Fig. 1: register map, names as in the netlist
Scale bar: 20 µm. Other sequential cells in the stronger grey, the rest of the logic in the fainter grey.
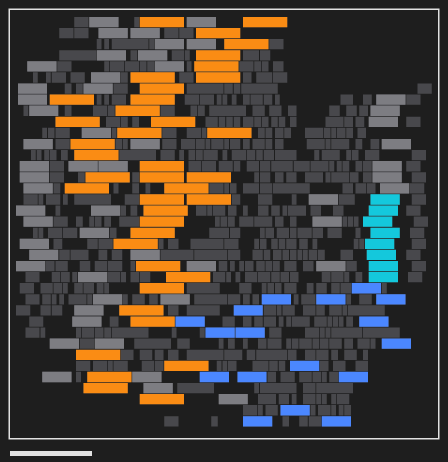
Fig. 2: signal wires by layer
Scale bar: 20 µm. Only two layers are drawn.
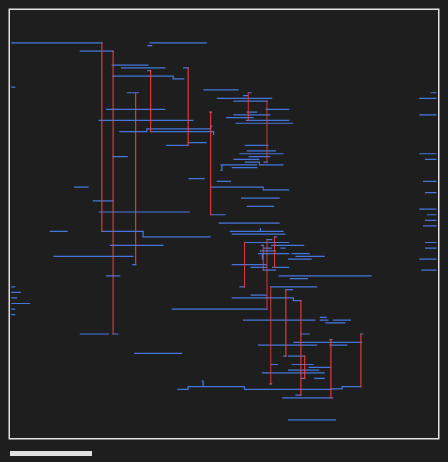
Fig. 3: selected gate families
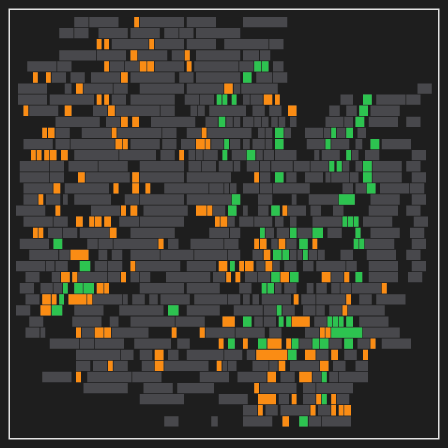
Fig. 4: cells coloured by class
Scale bar: 20 µm.
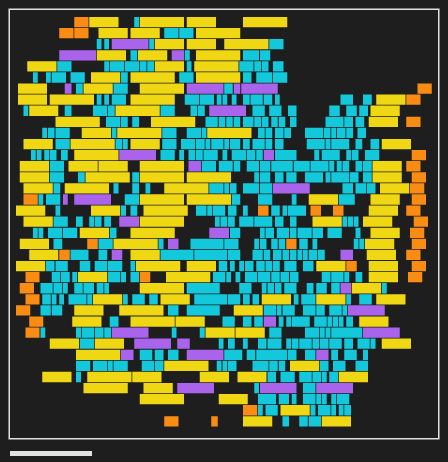
==> config.mk <==
export PLATFORM = sky130hd
export DESIGN_NAME = seg_scan_ctrl
export DESIGN_NICKNAME = d
export VERILOG_FILES = /design/src/rtl/seg_scan_ctrl_pkg.sv /design/src/rtl/seg_scan_ctrl_hex7seg.sv /design/src/rtl/seg_scan_ctrl.sv
export SDC_FILE = /design/constraint.sdc
export NUM_CORES = 1
export LEC_CHECK = 0
export ABC_CLOCK_PERIOD_IN_PS = 4200
export CORE_UTILIZATION = 55
export CTS_CLUSTER_DIAMETER = 100
export DETAILED_ROUTE_END_ITERATION = 16
export GPL_ROUTABILITY_DRIVEN = 0
export PLACE_DENSITY = 0.81
export SYNTH_ARGS = -nofsm -noshare
export SYNTH_HDL_FRONTEND = slang
export SYNTH_HIERARCHICAL = 1
export SYNTH_SLANG_ARGS = --single-unit
==> constraint.sdc <==
create_clock -name clk -period 4.2 [get_ports clk]
set_clock_uncertainty 0.05 [all_clocks]
set_input_delay 0.42 -clock clk [delete_from_list [all_inputs] [get_ports clk]]
set_output_delay 0.42 -clock clk [all_outputs]
set_load 0.02 [all_outputs]
==> impl_metrics.json <==
{
  "status": "complete, no violations",
  "hold_path_depth": 2,
  "crit_required_ns": 4.55,
  "async_flop_share": 0,
  "cts_resized": 0,
  "setup_violations": 0,
  "rsz0062_at_grt": "false",
  "via_per_inst": 6.07,
  "preCtsSetupSlack_ns": 0.779,
  "synth_warnings": 6,
  "ys_cells": 581,
  "dp_cells": 704,
  "r2r_cells": 11,
  "rrSetupSlack_ns": 0.69,
  "cp-end-kind": "flop",
  "fin_crit_sh": 0.836,
  "fin_nets": 609,
  "hpwl_um": 8460,
  "grt_max_degree": 58,
  "layout_setup_ws_ns": 0.689,
  "critPathKind": "flop to flop",
  "dieHeight_um": 105,
  "clk_pin_slew_ns": 0.06,
  "die_w_um": 105,
  "placed_cell_area_um2": 6100,
  "final_hold_viol_count": 0,
  "drive_above_1_share": 0.122,
  "ir_drop_mv": 0.297,
  "ios": 29,
  "antenna_left": 0
}
Notes on Fig. 1 above:
[cyan] enable | sequential cells: 8 | where: middle right
[orange] active_reg | sequential cells: 40
[blue] cnt_reg | sequential cells: 17
sequential cell area share: 0.416
Seq group: 1230 µW
final core utilization: 0.646
Reg area: 2760 µm²

Notes on Fig. 2 above:
[red] met4 | wire length: 376 µm
[blue] met3 | wire length: 913 µm
via count: 4468
final wirelength: 12900 µm
wire per inst: 17.6 µm
GR Util All Layers: 0.251

Notes on Fig. 3 above:
[orange] NOR gates | cells: 131 | most used: nor2_1 | where: all over the die
[green] NAND gates | cells: 76 | most used: nand2_1
Comb area share: 0.421
Post-Layout Cell Count: 736

Notes on Fig. 4 above:
[purple] clock drivers and dummy loads | cells: 32
[yellow] flops | cells: 118
[orange] other buffers and delay cells | cells: 36
[cyan] all other logic | cells: 414
final instance area: 6640 µm²
cell row count: 37
core area: 10300 µm²

[layer usage]
metal	vias up	routed length, µm	GRT usage
met5	-	0	0
met4	0	376	0.127
met3	41	913	0.0599
met2	220	6120	0.399
met1	2110	5540	0.321
li1	2097	-	-
[per-stage QoR]
stage	hold WS [ns]	utilization
floorplan	0.375	-
detailed placement	0.393	0.594
global placement	0.385	0.594
global route	0.224	0.646
CTS	0.212	0.646
finish	0.222	0.646
[power breakdown]
part           switching, µW  internal [µW]
combinational           68.3           48.7
clock                    550            745
sequential              18.2           1210
[Yosys cell counts (all sizes together) (2+ instances only)]
library cell / instances / area share
and4: 4 / 0.0060
nor2b: 12 / 0.013
nand3b: 5 / 0.0064
and3: 5 / 0.0054
nand3: 12 / 0.010
a21oi: 24 / 0.021
nor4b: 2 / 0.0030
and4b: 2 / 0.0034
buf: 21 / 0.022
or3: 2 / 0.0021
clkbuf: 28 / 0.018
a21o: 3 / 0.0039
nor2: 73 / 0.047
o211ai: 6 / 0.0077
nand2: 31 / 0.021
edfxtp: 40 / 0.21
a311oi: 4 / 0.0060
or2: 8 / 0.0086
o22a: 2 / 0.0030
nor3b: 5 / 0.0082
mux2: 5 / 0.010
mux4: 6 / 0.023
xor2: 3 / 0.0045
o22ai: 3 / 0.0043
a211o: 10 / 0.015
inv: 9 / 0.0062
a221oi: 4 / 0.0071
nand2b: 13 / 0.014
o21ai: 13 / 0.012
a211oi: 3 / 0.0039
mux2i: 48 / 0.082
ha: 10 / 0.021
xnor2: 15 / 0.023
o21a: 3 / 0.0039
nand4: 15 / 0.019
nor3: 33 / 0.028
a31oi: 3 / 0.0032
dfxtp: 78 / 0.27
and2: 2 / 0.0021
nor4: 5 / 0.010
[cell families after synthesis]
group,after synthesis,share of synthesized area
buf+inv,59,0.0468
xor+xnor,18,0.0270
mux,59,0.116
fa+ha+maj,10,0.0215
compound gates,84,0.100
flops,118,0.474
simple gates,233,0.215
[layout by cell type, fill, tap and decap left out, types with 4 or more instances in the layout]
cell type	instances
nand2b_1	13
nand3_1	12
a311oi_1	4
buf_4	8
o21ai_0	10
mux2i_1	48
mux4_2	6
clkinv_4	4
or2_2	6
nand4_1	14
ha_1	10
nand2_1	30
xnor2_1	15
mux2_2	4
clkdlybuf4s50_1	27
nor3_1	33
dfxtp_1	78
and3_1	5
a21oi_1	23
edfxtp_1	40
and4_1	4
o211ai_1	6
nor2_1	72
clkinvlp_4	4
a211o_1	10
nor2b_1	12
nand3b_1	5
clkbuf_16	16
inv_1	8
[layout make-up]
type | count | area [µm²]
Clock buffer | 19 | 432
Tap cell | 136 | 170
Inverter | 10 | 40.0
Timing Repair Buffer | 36 | 335
Multi-Input combinational cell | 404 | 2790
Sequential cell | 118 | 2760
Fill cell | 791 | 3640
Clock inverter | 13 | 101
[critical path: stages (launching register included)]
cell and delay, ns:
dfxtp_1 0.46, nor4b_1 0.47, and4_1 0.30, and2_1 0.35
mux2_4 0.34, a221oi_2 0.47, inv_1 0.18, ha_1 0.32
nand2_1 0.06, a21oi_1 0.19, a31oi_1 0.06, nand2b_1 0.16
No activity file was given, so power comes from the tool's default toggle rates.
